[src/rtl/sseg_disp_mux_pkg.sv]
// Shared types and helpers for the multiplexed 7-segment display driver.
package sseg_disp_mux_pkg;

  typedef enum logic {
    SHOW = 1'b0,
    GAP  = 1'b1
  } scan_state_t;

  typedef logic [3:0] nibble_t;

  localparam int MAX_DIGITS = 8;
  localparam logic [MAX_DIGITS-1:0] AN_OFF = '1;

  // Index/counter width that never collapses to zero bits.
  function automatic int dig_w(input int n);
    return (n <= 2) ? 1 : $clog2(n);
  endfunction

  function automatic int max_i(input int a, input int b);
    return (a > b) ? a : b;
  endfunction

endpackage

[src/rtl/sseg_disp_mux_if.sv]
// Datapath-side load bus and board-side display pins of the digit scanner.
interface sseg_disp_mux_if #(
  parameter int N_DIGITS = 8
);
  import sseg_disp_mux_pkg::*;

  logic                          load;
  logic [4*N_DIGITS-1:0]         hex_in;
  logic [N_DIGITS-1:0]           dp_in;
  logic [N_DIGITS-1:0]           en_in;
  logic [N_DIGITS-1:0]           an_n;
  nibble_t                       hex_out;
  logic                          dp_n;
  logic [dig_w(N_DIGITS)-1:0]    dig_idx;

  modport master (
    output load, hex_in, dp_in, en_in,
    input  an_n, hex_out, dp_n, dig_idx
  );

  modport slave (
    input  load, hex_in, dp_in, en_in,
    output an_n, hex_out, dp_n, dig_idx
  );

endinterface

[src/rtl/sseg_disp_mux_refresh_tick.sv]
// Free-running slot counter: flags its programmable terminal count and
// restarts from zero on a synchronous clear.
module sseg_disp_mux_refresh_tick #(
  parameter int CNT_W = 2
) (
  input  logic             clk,
  input  logic             reset_n,
  input  logic             i_clr,
  input  logic [CNT_W-1:0] i_last,
  output logic             o_tc
);

  logic [CNT_W-1:0] r_cnt;

  // NOTE: sequential state uses non-blocking assignments so every flop
  // samples pre-edge values regardless of process evaluation order.
  always_ff @(posedge clk or negedge reset_n) begin
    if (!reset_n)   r_cnt <= '0;
    else if (i_clr) r_cnt <= '0;
    else            r_cnt <= r_cnt + 1'b1;
  end

  assign o_tc = (r_cnt == i_last);

endmodule

[src/rtl/sseg_disp_mux.sv]
// Time-multiplexed common-anode 7-segment driver: shadows a packed hex word,
// scans one digit per slot with optional dark gap, emits nibble for hex2sseg.
module sseg_disp_mux
  import sseg_disp_mux_pkg::*;
#(
  parameter int N_DIGITS    = 8,
  parameter int REFRESH_DIV = 100_000,
  parameter int GAP_CYC     = 16,
  parameter bit LZ_BLANK    = 1'b0
) (
  input  logic           clk,
  input  logic           reset_n,
  sseg_disp_mux_if.slave bus
);

  localparam int IDX_W = dig_w(N_DIGITS);
  localparam int CNT_W = dig_w(max_i(REFRESH_DIV, GAP_CYC));
  localparam logic [CNT_W-1:0]    SHOW_LAST  = CNT_W'(REFRESH_DIV - 1);
  localparam logic [CNT_W-1:0]    GAP_LAST   = CNT_W'((GAP_CYC > 0) ? GAP_CYC - 1 : 0);
  localparam logic [IDX_W-1:0]    IDX_LAST   = IDX_W'(N_DIGITS - 1);
  localparam logic [N_DIGITS-1:0] AN_ALL_OFF = AN_OFF[N_DIGITS-1:0];

  logic [4*N_DIGITS-1:0] r_hex;
  logic [N_DIGITS-1:0]   r_dp;
  logic [N_DIGITS-1:0]   r_en;

  scan_state_t           r_state;
  scan_state_t           w_state_nxt;
  logic [IDX_W-1:0]      r_dig;
  logic [IDX_W-1:0]      w_dig_nxt;
  logic [IDX_W-1:0]      w_dig_inc;
  logic [CNT_W-1:0]      w_last;
  logic                  w_tc;

  logic                  w_upper_nz;
  logic                  w_blank;
  nibble_t               w_nib;
  logic [N_DIGITS-1:0]   w_an_nxt;
  logic                  w_dp_nxt;
  nibble_t               w_hex_nxt;

  logic [N_DIGITS-1:0]   r_an_n;
  nibble_t               r_hex_out;
  logic                  r_dp_n;
  logic [IDX_W-1:0]      r_dig_idx;

  // NOTE: the shadow is a few flops rather than a RAM, so it takes the async
  // reset and a freshly reset display shows nothing (all enables cleared).
  always_ff @(posedge clk or negedge reset_n) begin
    if (!reset_n) begin
      r_hex <= '0;
      r_dp  <= '0;
      r_en  <= '0;
    end else if (bus.load) begin
      r_hex <= bus.hex_in;
      r_dp  <= bus.dp_in;
      r_en  <= bus.en_in;
    end
  end

  assign w_last = (r_state == SHOW) ? SHOW_LAST : GAP_LAST;

  sseg_disp_mux_refresh_tick #(
    .CNT_W (CNT_W)
  ) u_tick (
    .clk     (clk),
    .reset_n (reset_n),
    .i_clr   (w_tc),
    .i_last  (w_last),
    .o_tc    (w_tc)
  );

  always_ff @(posedge clk or negedge reset_n) begin
    if (!reset_n) begin
      r_state <= SHOW;
      r_dig   <= '0;
    end else begin
      r_state <= w_state_nxt;
      r_dig   <= w_dig_nxt;
    end
  end

  assign w_dig_inc = (r_dig == IDX_LAST) ? '0 : r_dig + 1'b1;

  // NOTE: defaults assigned first so no path through the case infers a latch.
  always_comb begin
    w_state_nxt = r_state;
    w_dig_nxt   = r_dig;
    if (w_tc) begin
      case (r_state)
        SHOW: begin
          if (GAP_CYC > 0) w_state_nxt = GAP;
          else             w_dig_nxt   = w_dig_inc;
        end
        GAP: begin
          w_state_nxt = SHOW;
          w_dig_nxt   = w_dig_inc;
        end
        default: w_state_nxt = SHOW;
      endcase
    end
  end

  // Leading-zero test: this digit and every more-significant one are zero.
  always_comb begin
    w_upper_nz = 1'b0;
    for (int i = 0; i < N_DIGITS; i++) begin
      if (i >= int'(r_dig) && r_hex[4*i +: 4] != 4'h0) w_upper_nz = 1'b1;
    end
  end

  assign w_nib   = r_hex[4*int'(r_dig) +: 4];
  assign w_blank = !r_en[r_dig] || (LZ_BLANK && (r_dig != '0) && !w_upper_nz);

  always_comb begin
    w_an_nxt  = AN_ALL_OFF;
    w_dp_nxt  = 1'b1;
    w_hex_nxt = w_nib;
    if (r_state == SHOW && !w_blank) begin
      w_an_nxt[r_dig] = 1'b0;
      w_dp_nxt        = ~r_dp[r_dig];
    end
  end

  // Pin registers lag the scan state by one cycle, keeping the pins glitch-free.
  always_ff @(posedge clk or negedge reset_n) begin
    if (!reset_n) begin
      r_an_n    <= AN_ALL_OFF;
      r_hex_out <= '0;
      r_dp_n    <= 1'b1;
      r_dig_idx <= '0;
    end else begin
      r_an_n    <= w_an_nxt;
      r_hex_out <= w_hex_nxt;
      r_dp_n    <= w_dp_nxt;
      r_dig_idx <= r_dig;
    end
  end

  assign bus.an_n    = r_an_n;
  assign bus.hex_out = r_hex_out;
  assign bus.dp_n    = r_dp_n;
  assign bus.dig_idx = r_dig_idx;

endmodule

[src/flat_wrapper.sv]
// flat-port wrapper written by rule: the top's interface ports become plain ports
module sseg_disp_mux_flat import sseg_disp_mux_pkg::*;
#(
  parameter int N_DIGITS    = 8,
  parameter int REFRESH_DIV = 100_000,
  parameter int GAP_CYC     = 16,
  parameter bit LZ_BLANK    = 1'b0
)
  (clk, reset_n, bus_load, bus_hex_in, bus_dp_in, bus_en_in, bus_an_n, bus_hex_out, bus_dp_n, bus_dig_idx);
  sseg_disp_mux_if #(.N_DIGITS(N_DIGITS)) bus_i ();
  input  logic clk;
  input  logic reset_n;
  input wire logic [$bits(bus_i.load)-1:0] bus_load;
  input wire logic [$bits(bus_i.hex_in)-1:0] bus_hex_in;
  input wire logic [$bits(bus_i.dp_in)-1:0] bus_dp_in;
  input wire logic [$bits(bus_i.en_in)-1:0] bus_en_in;
  output wire logic [$bits(bus_i.an_n)-1:0] bus_an_n;
  output wire logic [$bits(bus_i.hex_out)-1:0] bus_hex_out;
  output wire logic [$bits(bus_i.dp_n)-1:0] bus_dp_n;
  output wire logic [$bits(bus_i.dig_idx)-1:0] bus_dig_idx;
  assign bus_i.load = bus_load;
  assign bus_i.hex_in = bus_hex_in;
  assign bus_i.dp_in = bus_dp_in;
  assign bus_i.en_in = bus_en_in;
  assign bus_an_n = bus_i.an_n;
  assign bus_hex_out = bus_i.hex_out;
  assign bus_dp_n = bus_i.dp_n;
  assign bus_dig_idx = bus_i.dig_idx;
  sseg_disp_mux #(.N_DIGITS(N_DIGITS), .REFRESH_DIV(REFRESH_DIV), .GAP_CYC(GAP_CYC), .LZ_BLANK(LZ_BLANK)) u_core (.clk(clk), .reset_n(reset_n), .bus(bus_i));
endmodule
[config.mk]
export PLATFORM = sky130hd
export DESIGN_NAME = sseg_disp_mux_flat
export DESIGN_NICKNAME = d
export VERILOG_FILES = /design/src/rtl/sseg_disp_mux_pkg.sv /design/src/rtl/sseg_disp_mux_if.sv /design/src/rtl/sseg_disp_mux_refresh_tick.sv /design/src/rtl/sseg_disp_mux.sv /design/src/flat_wrapper.sv
export SDC_FILE = /design/constraint.sdc
export NUM_CORES = 1
export LEC_CHECK = 0
export CORE_ASPECT_RATIO = 2
export CORE_UTILIZATION = 28
export CTS_CLUSTER_SIZE = 16
export DETAILED_ROUTE_END_ITERATION = 8
export HOLD_SLACK_MARGIN = 0.02
export PLACE_DENSITY = 0.58
export SETUP_SLACK_MARGIN = 0.15
export SLEW_MARGIN = 20
export SYNTH_ARGS = -nofsm -noshare
export SYNTH_HDL_FRONTEND = slang
export SYNTH_HIERARCHICAL = 1
export SYNTH_SLANG_ARGS = --single-unit
[constraint.sdc]
create_clock -name clk -period 2.5 [get_ports clk]
set_input_delay 0.5 -clock clk [delete_from_list [all_inputs] [get_ports clk]]
set_output_delay 0.5 -clock clk [all_outputs]
set_load 0.1 [all_outputs]
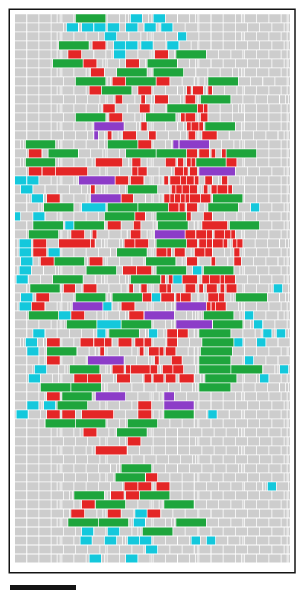
**Above:** placement by cell class.
Scale bar: 20 um. Fill, decap, tap and diode cells in grey.
[remaining buffers and delay cells] cyan | cells: 74
[registers] green | cells: 85
[clock drivers and dummy loads] purple | cells: 16
[remaining logic cells] red | cells: 208

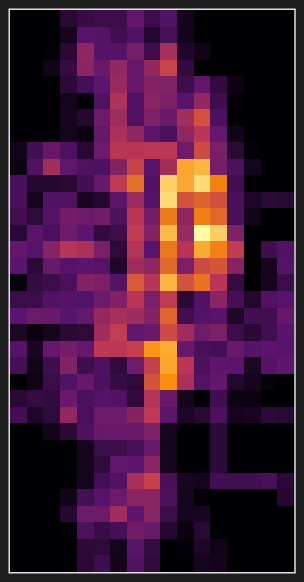
**Above:** routed metal per tile.
The die is cut into 17 by 34 equal tiles; black is low, pale yellow is high, scaled to the fullest tile. Values are wire area over tile area, all layers added.
nearly empty tiles: 28%
mean over tiles: 0.096
densest ninth of the die: middle
emptiest ninth of the die: bottom right
fullest tile: 0.49
tiles over half the peak: 8.3%
gr usage total: 13.3%
total detailed-routing wirelength: 8930 um
Wirelength per Cell: 15.6 um

==> summary.txt <==
yosys + openroad results -> library cell occupying the most area in the post-synthesis netlist dfrtp_1, number of cell instances after yosys synthesis 301, met3 track demand over resource in global routing 3.02%, chip area from the yosys synthesis statistics 3940 um^2, CTS Buffer Depth 2, count of instances resized after the clock tree is built 0, floorplan-stage core utilization 28.5%, met1 Use GR 14.2%, data required time at the worst endpoint 2.72 ns, critical path data arrival time 2.33 ns, routed vias/inst 4.57, Post-DRT Antenna Nets 0, clock tree root buffer cell clkbuf_16, number of design-rule violations left by the first detailed-router iteration 136, top cells, area dfrtp_1 (48%), mux2_2 (16%), dfstp_2 (6.0%), xor2_1 (3.8%), xnor2_1 (2.9%), critical path class flop to flop, final std cells w/o fill 572, number of remaining DRC errors 0, highest net fanout along the worst path 15, count of buffers inserted at the top-level ports 66, global placement routability congestion 0.830, result of the run finished clean, Antenna Cells 0, instance count of the mapped netlist 301, global route overflow 0, total power divided by cell area 717 nW/um^2, total of hold buffers inserted after clock tree synthesis 0, Crit Reg-Reg Startpoint u_core/r_state$_DFFE_PN0P_, setup bufs post-CTS 0, Top cell excl fill/tap dfrtp_1, number of max-cap violations 0, fraction of final layout cells with drive strength greater than 1 29.5%, cell area after technology mapping 3940 um^2, setup slack of the most critical reg-to-reg path 0.39 ns, RSZ-0062 raised after global routing no, setup-violating endpoint count in the final report 0
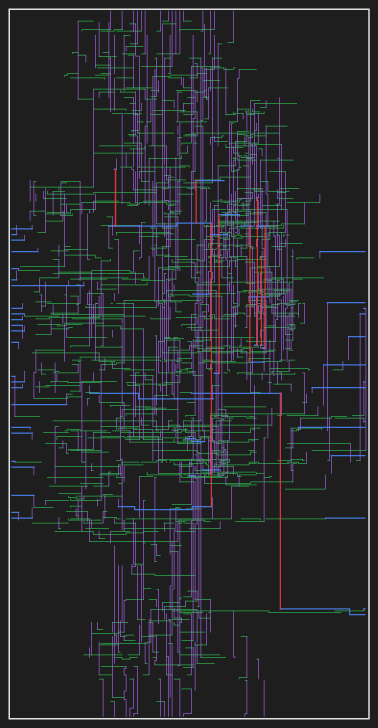
**Above:** signal wires by layer.
[M2] purple | wire length: 4790 um
[M1] green | wire length: 3480 um
[M3] blue | wire length: 349 um
[M4] red | wire length: 300 um
total via count in the routed design: 2616

## stage by stage
stage          utilization (%)  power (mW)
2_1_floorplan                -        1.96
3_3_place_gp              34.9        2.11
3_5_place_dp              34.9        2.13
4_1_cts                   37.5        3.76
5_1_grt                   37.5        3.86
6_report                  37.5        3.71
## report_power, final
| group | switching (mW) | leakage, nW | internal (mW) |
|---|---|---|---|
| combinational | 0.224 | 0.918 | 0.239 |
| sequential | 0.129 | 1.02 | 1.51 |
| clock | 0.535 | 0.177 | 1.08 |
| total | 0.888 | 2.12 | 2.82 |
## state kept, by name, indices dropped and copies added, names as in the netlist
register	flops
u_core/bus.an_n	8
u_core/bus.dig_idx	3
u_core/bus.dp_n	1
u_core/bus.hex_out	4
u_core/r_dig	3
u_core/r_dp	8
u_core/r_en	8
u_core/r_hex	32
u_core/r_state	1
u_core/u_tick/r_cnt	17
## worst max-delay path, cell delays in order, from the launching register on
cell and delay, ns:
dfrtp_1 0.41, inv_2 0.25, xor2_1 0.12, nor4_1 0.28, nand3_1 0.15, nor4_2 0.24
buf_4 0.23, nor2_1 0.05, mux2_2 0.26
## logic make-up (layout without fill, tap and decap cells)
kind of cell	count (synthesis)	in the layout	synth area share, %
xor gates and xnor gates	30	30	6.67
buffers and inverters	22	95	3.05
AOI/OAI and AO/OA	26	26	5.37
adders and majority gates	3	3	0.952
DFF	85	85	54.3
and+or+nand+nor	66	66	8.76
muxes	67	67	20.8
other	2	11	0.191
## layout make-up
| cell class | instances | share of cell area, % |
|---|---|---|
| well taps | 189 | 4.57 |
| inverters | 5 | 0.362 |
| repair buffers | 74 | 13.5 |
| multi-input cells | 203 | 33.3 |
| clock buffers | 10 | 4.42 |
| flip-flops and latches | 85 | 41.3 |
| clock inverters | 6 | 2.59 |
Power is estimated from default activity; no workload was simulated.
